==> config.mk <==
export PLATFORM = sky130hd
export DESIGN_NAME = javk_busctl
export DESIGN_NICKNAME = d
export VERILOG_FILES = /design/src/rtl/javk_busctl.sv
export SDC_FILE = /design/constraint.sdc
export NUM_CORES = 1
export LEC_CHECK = 0
export ABC_AREA = 1
export CAP_MARGIN = 30
export CORE_ASPECT_RATIO = 0.7
export CORE_UTILIZATION = 37
export DETAILED_ROUTE_END_ITERATION = 8
export PLACE_DENSITY = 0.7
export SLEW_MARGIN = 30
export SYNTH_ARGS = -nofsm -noshare
export SYNTH_HDL_FRONTEND = slang
export SYNTH_SLANG_ARGS = --single-unit
==> constraint.sdc <==
create_clock -name clk -period 5.28 [get_ports clk]
set_input_delay 1.056 -clock clk [delete_from_list [all_inputs] [get_ports clk]]
set_output_delay 1.056 -clock clk [all_outputs]
set_load 0.01 [all_outputs]
Run 1, placement density heat map:
Scale: 2 px per µm. 15 x 10 tiles, from dark blue (low) to red (high), 0 to 100% covered.
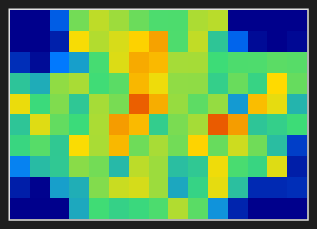
- mean over tiles: 47%
- tiles over 75% full: 10%
- nearly empty tiles: 11%
core area: 0.0147 mm²
Initial Util: 0.379
utilization after layout: 0.515

Run 1, port wiring:
Scale: 2 px per µm.
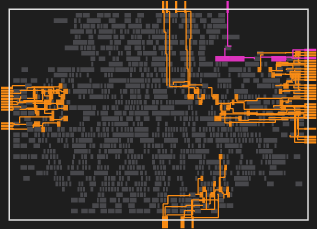
- done: magenta (bits 3; direction output; end cells 3; wire 66.9 µm)
- req_wdata: orange (bits 48; direction input; end cells 67; wire 1460 µm)
I/O Buffers: 161
I/O pin cnt: 162

Run 1, drive-strength map:
Scale: 2 px per µm.
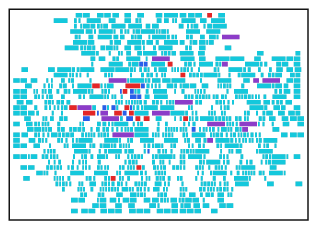
- drive 3 to 4: red (cells 16)
- drive 1 or less: cyan (cells 1001)
- drive 6 and up: purple (cells 16)
- drive 2: blue (cells 16)
area grow syn2layout: 35.8%
post-route cell area: 0.00756 mm²

Run 1, placed standard cells:
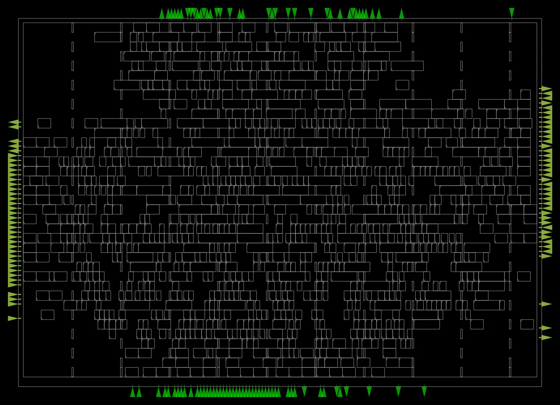
fraction of area in registers: 0.230
Row Count: 37
FF+latch count: 87
Filler cells: 1437
Finished Layout Cells: 1244

==> impl_metrics.yaml, run 1 <==
# generated from flow reports
run_status:
  outcome: "finished, final reports clean"
timing:
  setup_tns_ns: 0
  setup_viol: 0
  timing.final.crit_share: 0.699
  slew_headroom: 0.392
  rsz0062_at_grt: "false"
  fmax_ghz: 0.271
  finalHoldViolCount: 0
  layout_setup_ws_ns: 1.59
  fin_worst_skew_ns: 0.0104
  hold-worst-slack_ns: 0.466
  tightest_slew_ns: 0.909
  period_needed_ns: 3.69
  final_max_slew_viol_count: 0
place:
  routabilityCongestion: 0.889
  dpl_cell_area_mm2: 0.00724
  hpwl_um: 13800
  post-place-ws_ns: 1.23
  dp_cells: 1227
floorplanning:
  die-area_mm2: 0.0155
  chipHeight_um: 105
  fp.dieW_um: 149
clock_tree:
  root_buffer: "clkbuf_16"
  htree_levels: 3
  cts_tree: "done"
  post_cts_buffers: 0
  cts_hold_buffers: 0
  cts_inserted_buffers: 9
  cts.repair.resized: 0
  clk-insertion-delay-late_ns: 0.35
  clockBufferDepth: 2
  cts_sinks: 87
  clkTransAtPathRegs_ns: 0.07
min_path:
  hold-path-cell-count: 2
  hold_path.class: "flip-flop to flip-flop"
grt:
  grt_max_degree: 49
  antenna_found_initial: 0
  grt_usage: 0.249
  grt_pass1_wl_um: 30600
  first_global_vias: 5789
  grt_overflow: 0
synthesis:
  synth.cellmix.adderShare: 0.00899
  ys_area_mm2: 0.00556
  synth_top_cell_by_count: "nand2_1"
  synth_top_cell_by_area: "dfxtp_1"
  synthTopLogicFamily: "simple AND/OR/NAND/NOR gates"
  edf_count: 0
  ff_type: "dfxtp_1"
  async_flop_share: 0
  synth-xor-area-share: 0.00944
  synth_flops: 87
  postSynthAreaPerCell_um2: 6.09
  ys_warn_count: 0
  ys_types: 34
  synth.top_cell.area_share: 0.313
  ys_sh_aoi: 0.162
  ys_seq_share: 0.313
  synthCells: 914
  topCellsByArea: "dfxtp_1 (31%), nand2_1 (12%), nor2_1 (9.8%)"
  ys_top_cells_by_count: "nand2_1 (183), nor2_1 (146), inv_1 (113), nand3_1 (98), dfxtp_1 (87)"
  ys_sh_simple: 0.382
  yosys_cells: 914
  syn_area_mm2: 0.00556
  syn_nets: 1033
  mux_area_frac: 0
setup_path:
  slowest_stage: "clkdlybuf4s50_1"
  worstSetupPathType: "primary input to flip-flop"
  critPathArrivalTime_ns: 3.91
  worstPathCellList: "clkdlybuf4s50_1, nand2_4, nand3_4, nor2_8, nand4_4, nand2_2, nor2_1, nand2_1, a21oi_1"
  required_ns: 5.50
  path_max_fanout: 48
  start_kind: "primary input"
  r2r_slack_ns: 2.45
  worstSetupEndpointType: "flip-flop"
  worst-path-stages: 9
  cpPeakStageDelay_ns: 0.76
  critPathBufInv: 1
  reg2reg_depth: 8
  crit_family: "simple AND/OR/NAND/NOR gates"
flow_run:
  warnings: 28
  cap_viol_max_count: 0
drt:
  dr.pass1.iters: 8
  antenna_left: 0
  drt_iter0_drc: 658
  totalWireLength_um: 19100
  vias_per_cell: 5.16
  via_count: 6417
  wire_per_inst_um: 15.3
  route.detailed.drc: 0
cells_and_area:
  drive_gt1_frac: 0.0458
  nets: 1163
  diodes: 0
pwr:
  finalPower_mw: 3.72
  ir_drop_v: 0.000289
  pwr-share-seq: 0.290
  p_leak_nw: 3.26
  p_per_area_mw_per_mm2: 493
  switching_share: 0.457
  p_clk_frac: 0.176
  internal-power_mw: 2.02
  net-switching-power_mw: 1.70
  p_comb_frac: 0.534
-- run 1: layout make-up --
class | instances | area, µm² | area share
Clock buffer | 10 | 229 | 0.0303
Clock inverter | 6 | 73.8 | 0.00977
Inverter | 117 | 439 | 0.0581
Multi-Input combinational cell | 657 | 3130 | 0.415
Sequential cell | 87 | 1740 | 0.230
Tap cell | 195 | 244 | 0.0323
Timing Repair Buffer | 172 | 1700 | 0.225
-- run 1: metal layers --
| metal | wire, µm | part of all wire | up-vias | GRT usage |
|---|---|---|---|---|
| li1 | - | - | 3219 | - |
| met1 | 9570 | 0.50 | 2857 | 0.392 |
| met2 | 7390 | 0.39 | 325 | 0.336 |
| met3 | 1940 | 0.10 | 16 | 0.0476 |
| met4 | 188 | 0.0098 | 0 | 0.0545 |
| met5 | 0 | 0 | - | 0.0200 |
-- run 1: power groups by stage --
stage	registers (mW)	clock network [mW]	logic, mW
floorplan	1.08	0	1.29
global placement	1.08	0	1.95
detailed placement	1.08	0	1.96
CTS	1.07	0.668	1.97
global route	1.11	0.690	2.21
finish	1.08	0.657	1.99
-- run 1: kinds of logic after synthesis --
kind of cell | Yosys count
simple gates | 480
buf+inv | 170
compound gates | 167
flops | 87
xor+xnor | 6
fa+ha+maj | 4
-- run 1: layout by cell type, fill, tap and decap left out, types with 2 or more instances in the layout --
master,instances
or2_2,3
dfxtp_1,87
nand2_1,183
a21oi_1,78
nand2_2,4
nor2_1,145
o21ai_0,55
xnor2_1,3
clkbuf_16,9
nand2_4,2
nand3b_1,8
nor2_2,2
inv_2,4
xor2_1,3
ha_1,4
a22oi_1,7
inv_6,4
inv_1,113
nand3_1,98
o21ai_1,8
nand4_1,23
clkdlybuf4s50_1,161
buf_4,10
a211oi_1,17
nand3_2,2
nor3_1,4
==> run 2, diff against run 1 <==
==> constraint.sdc (replaced) <==
create_clock -name clk -period 3.8 [get_ports clk]
set_input_delay 0.76 -clock clk [delete_from_list [all_inputs] [get_ports clk]]
set_output_delay 0.76 -clock clk [all_outputs]
set_load 0.01 [all_outputs]
Run 2, the metal 1 layer:
Scale: 4 px per µm. Supply wires on this layer in grey. Cells faint in the background.
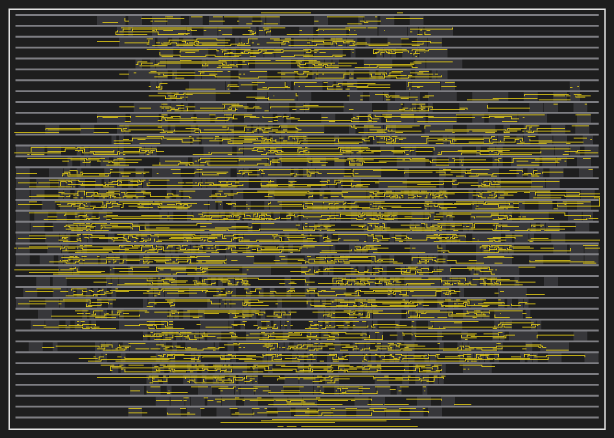
- share of all routed wire: 49%
- wire length on this layer: 9440 µm
- main direction: horizontal
Vias: 6452
met1 Use GR: 0.378
DRT Wirelength: 19400 µm

Run 2, port wiring:
Scale: 2 px per µm.
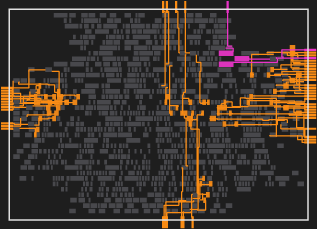
- done: magenta (bits 3; direction output; end cells 3; wire 92.5 µm)
- req_wdata: orange (bits 48; direction input; end cells 67; wire 1520 µm)

Run 2, drive-strength map:
Scale: 2 px per µm.
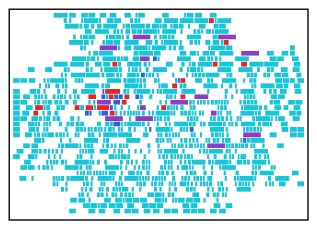
- drive 1 or less: cyan (cells 1001)
- drive 3 to 4: red (cells 20)
- drive 6 and up: purple (cells 14)
- drive 2: blue (cells 17)
post-route cell area: 0.00757 mm²
setup ws final: 0.916 ns

==> run 2 against run 1 <==
Sequential power rose by 39%; critical path depth rose by 1; core utilization rose by 0.060 points; clock skew fell by 0.0024 ns; flip-flop count did not move.
==> impl_metrics.yaml, run 2 <==
# generated from flow reports
floorplanning:
  core_area_mm2: 0.0147
  fp.dieW_um: 149
  chipHeight_um: 105
  fp_util: 0.379
  die-area_mm2: 0.0155
  ios: 162
  rows: 37
timing:
  final_max_slew_viol_count: 0
  period_needed_ns: 2.88
  fmax_ghz: 0.347
  setup_viol: 0
  tightest_slew_ns: 0.883
  setup_tns_ns: 0
  fin_worst_skew_ns: 0.00798
  slew_headroom: 0.409
  finalHoldViolCount: 0
  hold-worst-slack_ns: 0.462
  rsz0062_at_grt: "false"
  timing.final.crit_share: 0.759
synthesis:
  ys_area_mm2: 0.00556
  yosys_cells: 914
  ys_types: 34
  synth_top_cell_by_area: "dfxtp_1"
  postSynthAreaPerCell_um2: 6.09
  syn_nets: 1033
  ys_warn_count: 0
  synth_top_cell_by_count: "nand2_1"
  ys_top_cells_by_count: "nand2_1 (183), nor2_1 (146), inv_1 (113), nand3_1 (98), dfxtp_1 (87)"
  synth_flops: 87
  edf_count: 0
  ys_seq_share: 0.313
  synthCells: 914
  syn_area_mm2: 0.00556
  async_flop_share: 0
  synth.top_cell.area_share: 0.313
  topCellsByArea: "dfxtp_1 (31%), nand2_1 (12%), nor2_1 (9.8%)"
  ff_type: "dfxtp_1"
drt:
  dr.pass1.iters: 5
  route.detailed.drc: 0
  vias_per_cell: 5.17
  antenna_left: 0
  wire_per_inst_um: 15.5
  drt_iter0_drc: 637
clock_tree:
  htree_levels: 3
  cts.repair.resized: 0
  clkTransAtPathRegs_ns: 0.06
  post_cts_buffers: 0
  cts_inserted_buffers: 9
  cts_hold_buffers: 0
  root_buffer: "clkbuf_16"
  clk-insertion-delay-late_ns: 0.35
  cts_sinks: 87
  cts_tree: "done"
  clockBufferDepth: 2
cells_and_area:
  diodes: 0
  fill_cells: 1435
  logic_area_mm2: 0.00313
  area_growth_pct: 36.0
  drive_gt1_frac: 0.0485
  layout_top_cell: "nand2_1"
  lay_top_cells: "nand2_1 (183), clkdlybuf4s50_1 (161), nor2_1 (146)"
  nets: 1166
  regArea_mm2: 0.00174
pwr:
  ir_drop_v: 0.000361
  p_per_area_mw_per_mm2: 683
  p_leak_nw: 3.27
grt:
  grt_max_degree: 57
  first_global_vias: 5816
  antenna_found_initial: 0
  grt_usage: 0.253
  grt_overflow: 0
  grt_pass1_wl_um: 31000
flow_run:
  warnings: 28
  cap_viol_max_count: 0
min_path:
  hold-path-cell-count: 2
  hold_path.class: "flip-flop to flip-flop"
setup_path:
  slowest_stage: "clkdlybuf4s50_1"
  critPathArrivalTime_ns: 3.16
  worstSetupPathType: "primary input to flip-flop"
  cpPeakStageDelay_ns: 0.64
  required_ns: 4.07
  start_kind: "primary input"
  reg2reg_depth: 11
  r2r_slack_ns: 1.11
  path_max_fanout: 18
  worstSetupEndpointType: "flip-flop"
  cpMostUsedCell: "nand2_1"
  worstPathCellList: "clkdlybuf4s50_1, nand2_4, nand3_4, nor2_8, nand3_2, inv_2, nand2_1, nand3_1, nand2_1, a21oi_1"
place:
  hpwl_um: 14100
  routabilityCongestion: 0.904
  post-place-ws_ns: 0.598
  port_buffers: 161
run_status:
  outcome: "finished, final reports clean"
run 2: area by class of cell:
type	instances	area share
Clock buffer	10	0.0316
Sequential cell	87	0.230
Multi-Input combinational cell	657	0.414
Inverter	117	0.0580
Clock inverter	6	0.00579
Timing Repair Buffer	175	0.229
Tap cell	195	0.0322
run 2: cells by family (layout without fill, tap and decap cells):
kind of cell             after synthesis  in the layout  share of synthesized area
AND-OR/OR-AND                        167            167                      0.162
adder cells (fa/ha/maj)                4              4                    0.00900
flip-flops                            87             87                      0.313
AND/OR/NAND/NOR                      480            480                      0.382
XOR/XNOR                               6              6                    0.00945
buffers and inverters                170            308                      0.125
run 2: per-layer routing:
layer  vias to the layer above  global-route usage  share of wire
met5                         -                   0              0
li1                       3223                   -              -
met3                        18              0.0843           0.12
met4                         0              0.0567          0.010
met2                       316               0.342           0.38
met1                      2895               0.378           0.49
run 2: through the flow:
step / area, µm² / instances / util / total power, mW
after detailed placement: 7280 / 1231 / 0.496 / 4.28
after global routing: 7570 / 1247 / 0.516 / 5.57
final: 7570 / 1247 / 0.516 / 5.17
after floorplan: 5560 / 914 / - / 3.30
after CTS: 7570 / 1247 / 0.516 / 5.15
after global placement: 7280 / 1231 / 0.496 / 4.26
run 2: worst max-delay path, delay by kind of cell:
kind / cells / cell delay (ns)
AOI/OAI and AO/OA: 1 / 0.13
buffers and inverters: 2 / 1.00
and+or+nand+nor: 7 / 1.26
run 2: power by group:
group / internal [mW] / switching (mW) / leakage [nW]
sequential: 1.24 / 0.252 / 0.716
combinational: 1.08 / 1.74 / 2.41
clock: 0.465 / 0.388 / 0.139
total: 2.79 / 2.38 / 3.27
Power is estimated from default activity; no workload was simulated.
